==> src/rtl/branch_unit.sv <==
// Branch resolution and prediction for nano_rv32i: six-way RV32I comparator,
// 2-bit saturating-counter BHT, registered redirect/mispredict and perf counters.
module branch_unit #(
    parameter int         XLEN        = 32,
    parameter int         BHT_ENTRIES = 16,
    parameter logic [1:0] CNT_INIT    = 2'b01,
    parameter int         PERF_W      = 16
) (
    input  logic              clk_i,
    input  logic              rst_ni,
    input  logic [XLEN-1:0]   pred_pc_i,
    output logic              pred_taken_o,
    input  logic              valid_i,
    input  logic              branch_i,
    input  logic [2:0]        funct3_i,
    input  logic [XLEN-1:0]   rs1_i,
    input  logic [XLEN-1:0]   rs2_i,
    input  logic [XLEN-1:0]   pc_i,
    input  logic [XLEN-1:0]   imm_i,
    input  logic              pred_taken_i,
    input  logic              flush_i,
    output logic              out_valid_o,
    output logic              take_branch_o,
    output logic              mispredict_o,
    output logic [XLEN-1:0]   redirect_pc_o,
    output logic              illegal_o,
    output logic [PERF_W-1:0] branch_cnt_o,
    output logic [PERF_W-1:0] mispred_cnt_o
);
    localparam int IDX_W = $clog2(BHT_ENTRIES);

    // Handshake: a request is a single cycle with valid_i=1; there is no ready,
    // the unit accepts every cycle. flush_i kills the request in that same cycle,
    // and out_valid_o pulses exactly one cycle later for every accepted request.

    logic [1:0]        bht_q [BHT_ENTRIES];
    logic              out_valid_q;
    logic              take_q;
    logic              mispred_q;
    logic              illegal_q;
    logic [XLEN-1:0]   redirect_q;
    logic [PERF_W-1:0] branch_cnt_q;
    logic [PERF_W-1:0] mispred_cnt_q;

    logic              acc;
    logic              illegal;
    logic              cond;
    logic              taken;
    logic              mispred;
    logic              upd;
    logic [IDX_W-1:0]  pred_idx;
    logic [IDX_W-1:0]  res_idx;
    logic [1:0]        ctr_d;
    logic [XLEN-1:0]   target_d;
    logic [PERF_W-1:0] branch_cnt_d;
    logic [PERF_W-1:0] mispred_cnt_d;
    logic              unused_pc_bits;

    assign pred_idx       = pred_pc_i[IDX_W+1:2];
    assign res_idx        = pc_i[IDX_W+1:2];
    assign unused_pc_bits = ^{pred_pc_i[XLEN-1:IDX_W+2], pred_pc_i[1:0]};

    // Reads the pre-update counter, so a same-cycle resolve is seen next cycle.
    assign pred_taken_o = bht_q[pred_idx][1];

    assign acc     = valid_i & branch_i & ~flush_i;
    assign illegal = (funct3_i[2:1] == 2'b01);

    always_comb begin
        cond = 1'b0;
        unique case (funct3_i)
            3'b000:  cond = (rs1_i == rs2_i);
            3'b001:  cond = (rs1_i != rs2_i);
            3'b100:  cond = ($signed(rs1_i) <  $signed(rs2_i));
            3'b101:  cond = ($signed(rs1_i) >= $signed(rs2_i));
            3'b110:  cond = (rs1_i <  rs2_i);
            3'b111:  cond = (rs1_i >= rs2_i);
            default: cond = 1'b0;
        endcase
    end

    assign taken    = cond & ~illegal;
    assign mispred  = ~illegal & (taken ^ pred_taken_i);
    assign upd      = acc & ~illegal;
    assign target_d = taken ? (pc_i + imm_i) : (pc_i + XLEN'(4));

    always_comb begin
        ctr_d = bht_q[res_idx];
        if (taken && bht_q[res_idx] != 2'b11) begin
            ctr_d = bht_q[res_idx] + 2'b01;
        end else if (!taken && bht_q[res_idx] != 2'b00) begin
            ctr_d = bht_q[res_idx] - 2'b01;
        end
    end

    assign branch_cnt_d  = branch_cnt_q + PERF_W'(1);
    assign mispred_cnt_d = mispred ? (mispred_cnt_q + PERF_W'(1)) : mispred_cnt_q;

    always_ff @(posedge clk_i or negedge rst_ni) begin
        if (!rst_ni) begin
            for (int i = 0; i < BHT_ENTRIES; i++) begin
                bht_q[IDX_W'(i)] <= CNT_INIT;
            end
            out_valid_q   <= 1'b0;
            take_q        <= 1'b0;
            mispred_q     <= 1'b0;
            illegal_q     <= 1'b0;
            redirect_q    <= '0;
            branch_cnt_q  <= '0;
            mispred_cnt_q <= '0;
        end else begin
            out_valid_q <= acc;
            if (acc) begin
                take_q     <= taken;
                mispred_q  <= mispred;
                illegal_q  <= illegal;
                redirect_q <= target_d;
            end
            if (upd) begin
                bht_q[res_idx] <= ctr_d;
                branch_cnt_q   <= branch_cnt_d;
                mispred_cnt_q  <= mispred_cnt_d;
            end
        end
    end

    assign out_valid_o   = out_valid_q;
    assign take_branch_o = take_q;
    assign mispredict_o  = mispred_q;
    assign illegal_o     = illegal_q;
    assign redirect_pc_o = redirect_q;
    assign branch_cnt_o  = branch_cnt_q;
    assign mispred_cnt_o = mispred_cnt_q;

endmodule

==> config.mk <==
export PLATFORM = sky130hd
export DESIGN_NAME = branch_unit
export DESIGN_NICKNAME = d
export VERILOG_FILES = /design/src/rtl/branch_unit.sv
export SDC_FILE = /design/constraint.sdc
export NUM_CORES = 1
export LEC_CHECK = 0
export ABC_CLOCK_PERIOD_IN_PS = 3300
export CELL_PAD_IN_SITES_DETAIL_PLACEMENT = 1
export CELL_PAD_IN_SITES_GLOBAL_PLACEMENT = 1
export CORE_UTILIZATION = 35
export DETAILED_ROUTE_END_ITERATION = 12
export GPL_TIMING_DRIVEN = 0
export MAX_ROUTING_LAYER = met4
export PLACE_DENSITY_LB_ADDON = 0.1
export REMOVE_ABC_BUFFERS = 1
export SYNTH_ARGS = -nofsm -noshare
export SYNTH_HDL_FRONTEND = slang
export SYNTH_SLANG_ARGS = --single-unit
==> constraint.sdc <==
create_clock -name clk_i -period 3.3 [get_ports clk_i]
set_input_delay 0.495 -clock clk_i [delete_from_list [all_inputs] [get_ports clk_i]]
set_output_delay 0.495 -clock clk_i [all_outputs]
set_load 0.01 [all_outputs]
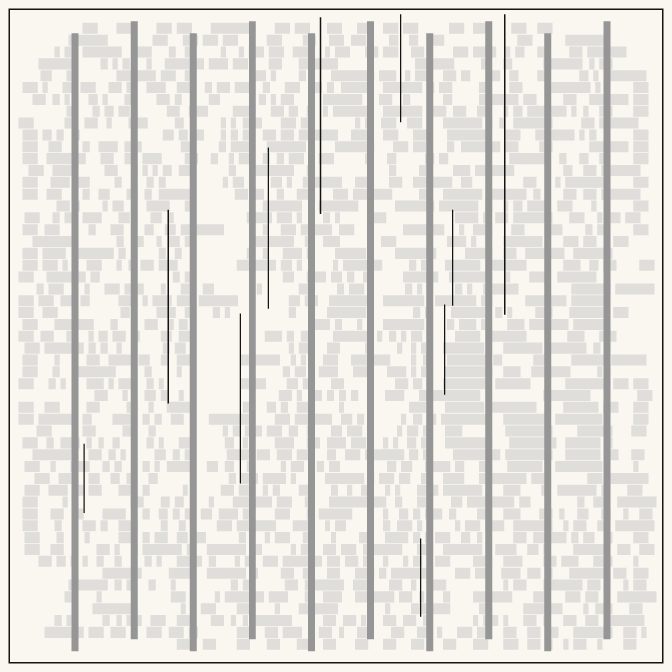
(images/m4.png)
Supply wires on this layer in grey.
main direction = vertical
share of all routed wire = 1.4%
wire length on this layer = 333 µm
nets with wire on the layer = 7

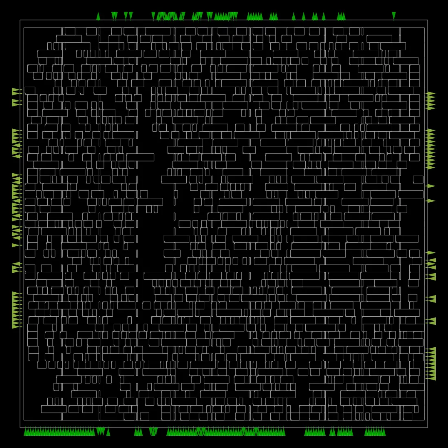
(images/placed.png)
sequential cell count: 100
filler instances: 2419

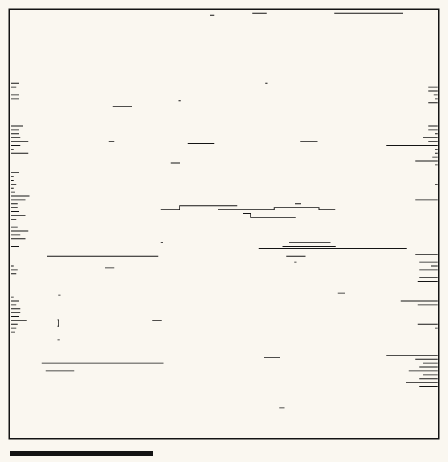
(images/m3.png)
The bar under the picture is 50 µm long.
main direction = horizontal
longest straight run = 51.5 µm

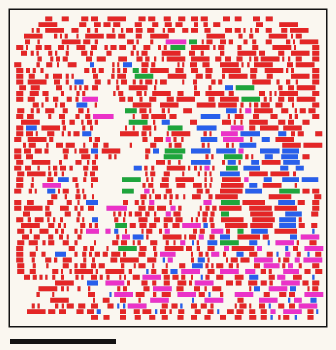
(images/sizing.png)
The bar under the picture is 50 µm long.
x3 and x4 -> magenta  # cells 63, share 6.0%
x1 and smaller -> red  # cells 881, share 84%
x6 and larger -> green  # cells 22, share 2.1%
x2 -> blue  # cells 88, share 8.3%

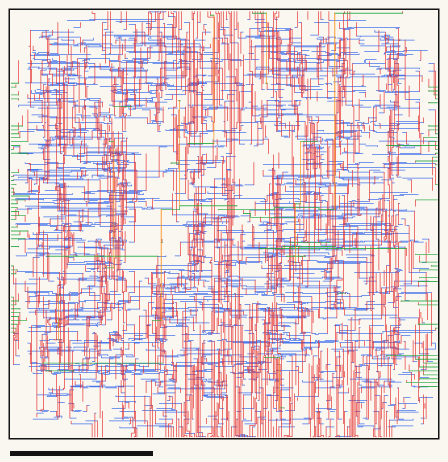
(images/layers.png)
The bar under the picture is 50 µm long.
M2 -> red  # wire length 12200 µm
M3 -> green  # wire length 660 µm
M4 -> orange  # wire length 333 µm
M1 -> blue  # wire length 10200 µm

==> out/README.md <==
| Parameter | Reported |
| --- | --- |
| Non-clk bufs | 233 |
| Outcome | finished, final reports clean |
| Post-cts gate resize count | 152 |
| Share of final-layout standard cells stronger than drive strength 1 | 16.4% |
| Number of warnings in the stage logs | 58 |
| Combinational gate area | 0.00531 mm² |
| Kind of start point of the critical path | primary input |
| Mean Syn Cell Area | 9.21 µm² |
| DR WL met2 | 12200 µm |
| Number of standard cells reported by yosys | 829 |
| Count of state elements after synthesis | 100 |
| Number of buffers on the longest clock path | 2 |
| Most frequent cells after synthesis | nand2_1, dfrtp_1, ha_1, o21ai_0, xnor2_1 |
| Critical Path Sink | redirect_pc_o[31]$_DFFE_PN0P_ |
| Setup Total Neg Slack | 0 ns |
| Antenna-violating nets left | 0 |
| Final Critical Period | 3.21 ns |
| Num rows | 53 |
| Max-capacitance violation count | 0 |
| Worst setup path start | imm_i[1] |
| Number of input and output port buffers inserted | 209 |
| Die ar. | 0.0224 mm² |
| Met3 capacity usage during global routing | 2.23% |
| Post-CTS Setup Repair Bufs | 14 |
